File: config.mk
export PLATFORM = sky130hd
export DESIGN_NAME = tw_frame_sched
export DESIGN_NICKNAME = d
export VERILOG_FILES = /design/src/rtl/tw_pkg.sv /design/src/rtl/sat_down_cntr.sv /design/src/rtl/tw_frame_sched.sv
export SDC_FILE = /design/constraint.sdc
export NUM_CORES = 1
export LEC_CHECK = 0
export CORE_MARGIN = 2
export CORE_UTILIZATION = 45
export DETAILED_ROUTE_END_ITERATION = 10
export MAX_ROUTING_LAYER = met4
export PLACE_DENSITY = 0.75
export SLEW_MARGIN = 20
export SYNTH_ARGS = -nofsm -noshare
export SYNTH_HDL_FRONTEND = slang
export SYNTH_SLANG_ARGS = --single-unit
File: constraint.sdc
create_clock -name clk -period 3.65 [get_ports clk]
set_input_delay 0.5475 -clock clk [delete_from_list [all_inputs] [get_ports clk]]
set_output_delay 0.5475 -clock clk [all_outputs]
set_load 0.05 [all_outputs]
File: src/rtl/tw_pkg.sv
// Shared types and constants for the tw_vgg front end: scheduler state
// encoding, error bit positions and the default frame geometry.
package tw_pkg;

    typedef enum logic {IDLE = 1'b0, STREAM = 1'b1} sched_state_t;

    localparam int ERR_LEN  = 0;
    localparam int ERR_SPUR = 1;

    // The classifier consumes 2**LOG2_IMG_SIZE samples per image; the dense
    // tail needs two frame times to drain, hence the doubled start period.
    localparam int TW_LOG2_IMG_SIZE = 10;
    localparam int TW_FRAME_LEN     = 1 << TW_LOG2_IMG_SIZE;
    localparam int TW_MIN_PERIOD    = 2 * TW_FRAME_LEN;

    // Bits needed to hold max_val, never less than 1.
    function automatic int cnt_w(input int max_val);
        int w;
        w = 1;
        for (int i = 1; i < 31; i++) begin
            if ((max_val >> i) != 0) w = i + 1;
        end
        return w;
    endfunction

endpackage

File: src/rtl/sat_down_cntr.sv
// Loadable down-counter that sticks at zero; a load wins over the decrement.
module sat_down_cntr
    import tw_pkg::*;
#(
    parameter int W = 8
) (
    input  logic         clk,
    input  logic         rst,
    input  logic         load,
    input  logic [W-1:0] load_val,
    output logic [W-1:0] cnt
);

    logic [W-1:0] cnt_d;
    logic [W-1:0] cnt_q;

    always_comb begin
        cnt_d = cnt_q;
        if (load) begin
            cnt_d = load_val;
        end else if (cnt_q != '0) begin
            cnt_d = cnt_q - 1'b1;
        end
    end

    always_ff @(posedge clk) begin
        if (rst) begin
            cnt_q <= '0;
        end else begin
            cnt_q <= cnt_d;
        end
    end

    assign cnt = cnt_q;

endmodule

File: src/rtl/tw_frame_sched.sv
// Frame admission controller for tw_vgg: paces frame starts, limits frames
// in flight, tags pipeline results in order and records framing errors.
module tw_frame_sched
    import tw_pkg::*;
#(
    parameter int FRAME_LEN    = TW_FRAME_LEN,
    parameter int MIN_PERIOD   = TW_MIN_PERIOD,
    parameter int MAX_INFLIGHT = 4,
    parameter int TAG_W        = 8
) (
    input  logic                              clk,
    input  logic                              rst,
    input  logic                              s_vld,
    output logic                              s_rdy,
    input  logic [31:0]                       s_data,
    input  logic                              s_last,
    output logic                              p_vld,
    output logic [31:0]                       p_data,
    input  logic                              p_res_vld,
    output logic                              o_vld,
    output logic [TAG_W-1:0]                  o_tag,
    output logic [$clog2(MAX_INFLIGHT+1)-1:0] inflight,
    output logic [1:0]                        err
);

    localparam int IDX_W = $clog2(FRAME_LEN);
    localparam int PER_W = cnt_w(MIN_PERIOD - 1);
    localparam int INF_W = $clog2(MAX_INFLIGHT + 1);

    localparam logic [IDX_W-1:0] LAST_IDX = IDX_W'(FRAME_LEN - 1);
    localparam logic [PER_W-1:0] PER_LOAD = PER_W'(MIN_PERIOD - 1);
    localparam logic [INF_W-1:0] INF_MAX  = INF_W'(MAX_INFLIGHT);

    sched_state_t     state_q, state_d;
    logic [IDX_W-1:0] idx_q, idx_d;
    logic [INF_W-1:0] inflight_q, inflight_d;
    logic [TAG_W-1:0] res_id_q, res_id_d;
    logic [TAG_W-1:0] o_tag_q, o_tag_d;
    logic             o_vld_q, o_vld_d;
    logic             p_vld_q, p_vld_d;
    logic [31:0]      p_data_q, p_data_d;
    logic [1:0]       err_q, err_d;
    logic [PER_W-1:0] per_cnt;

    logic can_start;
    logic rdy;
    logic accept;
    logic frame_start;
    logic is_last;
    logic res_ok;

    sat_down_cntr #(
        .W (PER_W)
    ) u_per_cnt (
        .clk      (clk),
        .rst      (rst),
        .load     (frame_start),
        .load_val (PER_LOAD),
        .cnt      (per_cnt)
    );

    always_comb begin
        can_start   = (per_cnt == '0) && (inflight_q < INF_MAX);
        rdy         = (state_q == STREAM) || can_start;
        accept      = s_vld && rdy;
        frame_start = accept && (state_q == IDLE);
        is_last     = (idx_q == LAST_IDX);
        // Spurious results are judged against the credit held before this cycle.
        res_ok      = p_res_vld && (inflight_q != '0);

        state_d    = state_q;
        idx_d      = idx_q;
        inflight_d = inflight_q;
        res_id_d   = res_id_q;
        o_tag_d    = o_tag_q;
        o_vld_d    = res_ok;
        p_vld_d    = accept;
        p_data_d   = p_data_q;
        err_d      = err_q;

        if (state_q == IDLE) begin
            if (accept) begin
                idx_d   = IDX_W'(1);
                state_d = STREAM;
            end
        end else begin
            if (accept) begin
                if (is_last) begin
                    idx_d   = '0;
                    state_d = IDLE;
                end else begin
                    idx_d = idx_q + 1'b1;
                end
            end
        end

        if (accept) begin
            p_data_d = s_data;
            // s_last is only audited; framing follows idx alone.
            if (s_last != is_last) err_d[ERR_LEN] = 1'b1;
        end

        if (res_ok) begin
            o_tag_d  = res_id_q;
            res_id_d = res_id_q + 1'b1;
        end else if (p_res_vld) begin
            err_d[ERR_SPUR] = 1'b1;
        end

        if (frame_start && !res_ok) begin
            inflight_d = inflight_q + 1'b1;
        end else if (res_ok && !frame_start) begin
            inflight_d = inflight_q - 1'b1;
        end
    end

    always_ff @(posedge clk) begin
        if (rst) begin
            state_q    <= IDLE;
            idx_q      <= '0;
            inflight_q <= '0;
            res_id_q   <= '0;
            o_tag_q    <= '0;
            o_vld_q    <= 1'b0;
            p_vld_q    <= 1'b0;
            p_data_q   <= '0;
            err_q      <= '0;
        end else begin
            state_q    <= state_d;
            idx_q      <= idx_d;
            inflight_q <= inflight_d;
            res_id_q   <= res_id_d;
            o_tag_q    <= o_tag_d;
            o_vld_q    <= o_vld_d;
            p_vld_q    <= p_vld_d;
            p_data_q   <= p_data_d;
            err_q      <= err_d;
        end
    end

    assign s_rdy    = rdy;
    assign p_vld    = p_vld_q;
    assign p_data   = p_data_q;
    assign o_vld    = o_vld_q;
    assign o_tag    = o_tag_q;
    assign inflight = inflight_q;
    assign err      = err_q;

endmodule

==> images/floorplan.png <==
Drawn at 6 px/um. Pins as bars on the die edge. Tap cells in grey.
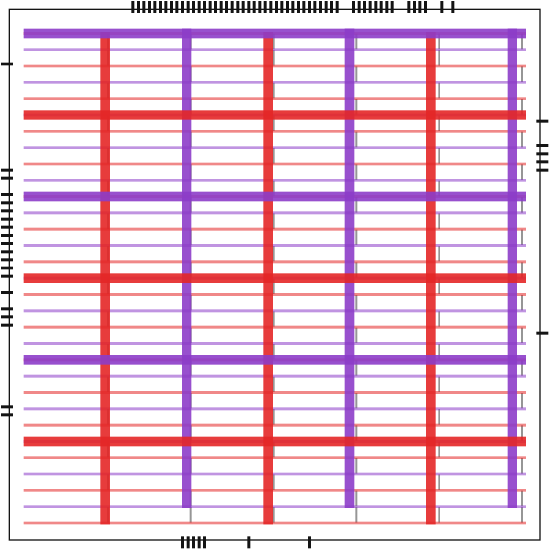
Key: VSS = red; VDD = purple
96 tap cells. 31 met1 rails follow the rows. 6 straps on met4. 85 signal pins sit on the boundary. 6 straps on met5.

==> images/class_map.png <==
Drawn at 6 px/um. Fill, decap, tap and diode cells in grey.
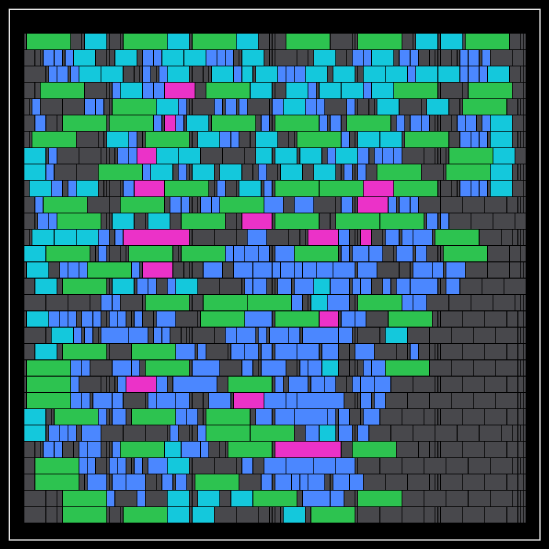
Key: remaining logic cells = blue [cells 278, share of their area 37%]; clock drivers and dummy loads = magenta [cells 15, share of their area 5.1%]; registers = green [cells 77, share of their area 37%]; remaining buffers and delay cells = cyan [cells 90, share of their area 21%]

## report_power, final
| part | total, mW | switching, mW | leakage, nW | internal, mW |
|---|---|---|---|---|
| registers | 1.15 | 0.148 | 0.625 | 1.00 |
| clock network | 0.683 | 0.301 | 0.109 | 0.383 |
| logic | 1.44 | 0.918 | 0.775 | 0.525 |
## synth_stat cells, types with 2 or more instances
cell type	number
or4_1	2
xnor2_1	7
a311oi_1	5
and3_1	4
buf_2	3
mux2i_1	4
ha_1	5
nor3_1	6
clkbuf_1	14
inv_1	9
nor4_1	2
nand4_1	5
nand2_1	96
nand2b_1	3
dfxtp_1	77
a31oi_1	6
xor2_1	5
a21oi_1	54
nand3_1	6
and4_1	3
nor2_1	17
buf_4	3
or3_1	2
a41oi_1	4
o21ai_0	4
a41o_1	2
o21a_1	2
o311ai_0	2
## cells in the final DEF (no fill, tap or decap), types with 5 or more instances in the layout
master | netlist | final
clkbuf_8 | 0 | 9
nand4_1 | 5 | 5
clkdlybuf4s50_1 | 0 | 83
nand3_1 | 6 | 6
ha_1 | 5 | 5
a21oi_1 | 54 | 54
xor2_1 | 5 | 5
nor3_1 | 6 | 6
nor2_1 | 17 | 17
inv_1 | 9 | 9
a311oi_1 | 5 | 5
buf_4 | 3 | 6
dfxtp_1 | 77 | 77
a31oi_1 | 6 | 6
xnor2_1 | 7 | 7
nand2_1 | 96 | 96
## state kept, by name (all words and copies together), names as in the netlist
| signal | flops |
|---|---|
| idx_q | 10 |
| inflight | 3 |
| o_vld | 1 |
| p_data | 32 |
| state_q | 1 |
| o_tag | 8 |
| u_per_cnt.cnt | 11 |
| res_id_q | 8 |
| err | 2 |
| p_vld | 1 |
## routing by layer
| metal | GRT usage | routed length (um) |
|---|---|---|
| met1 | 0.250 | 3340 |
| met2 | 0.308 | 3710 |
| met3 | 0.0448 | 320 |
| met4 | 0.0661 | 122 |
| met5 | - | 0 |
## through the flow
step           cell area (um2)  setup WS, ns   util  power [mW]  hold WS, ns
2_1_floorplan             3190         0.989      -        2.19        0.441
6_report                  4310         0.404  0.630        3.28        0.455
4_1_cts                   4310         0.426  0.630        3.30        0.456
3_3_place_gp              4100         0.751  0.599        2.58        0.441
3_5_place_dp              4100         0.716  0.599        2.60        0.446
5_1_grt                   4310         0.296  0.630        3.46        0.474
## worst max path at each step
stage / startpoint / end / slack, ns / cells past startpoint
floorplan: u_per_cnt.cnt[0]$_SDFFE_PP0P_ / inflight[2]$_SDFFE_PP0P_ / 0.99 / 11
global route: u_per_cnt.cnt[4]$_SDFFE_PP0P_ / s_rdy / 0.30 / 4
CTS: u_per_cnt.cnt[4]$_SDFFE_PP0P_ / s_rdy / 0.43 / 4
finish: u_per_cnt.cnt[4]$_SDFFE_PP0P_ / s_rdy / 0.40 / 4
global placement: s_vld / inflight[2]$_SDFFE_PP0P_ / 0.75 / 10
detailed placement: s_vld / inflight[2]$_SDFFE_PP0P_ / 0.72 / 10
## critical path, stage by stage (launching register included)
cell	delay, ns
dfxtp_1	0.37
nor4_2	0.58
nand3_1	0.37
o21bai_1	0.22
clkdlybuf4s50_1	0.82
==> results.cfg <==
; physical design summary
[status]
outcome = finished clean

[final_layout]
nFillCells = 571
seq-cell-share = 0.358
largest_class = flip-flops and latches
bufAreaShareNonClock = 0.205
layout.area.comb_um2 = 1520
non_clock_buffer_count = 90

[sta]
fmax_ghz = 0.308
period_minus_slack_ns = 3.25
hold_violations = 0

[logic_synthesis]
topCellsByArea = dfxtp_1 48%, nand2_1 11%, a21oi_1 8.5%
ys_cells = 377
logic_family = simple AND/OR/NAND/NOR gates
edf_count = 0

[place]
gp_congestion = 0.838
hpwl_mm = 4.95

[critical_path]
crit_required_ns = 3.10
r2r-start = u_per_cnt.cnt[4]$_SDFFE_PP0P_

[floorplan]
rows = 30
die_h_um = 88.2

[clock_network]
clock-sinks = 77
postCtsHoldBufs = 0

[routing]
drc = 0

[pwr]
peakVddDrop_mv = 0.366
No activity file was given, so power comes from the tool's default toggle rates.
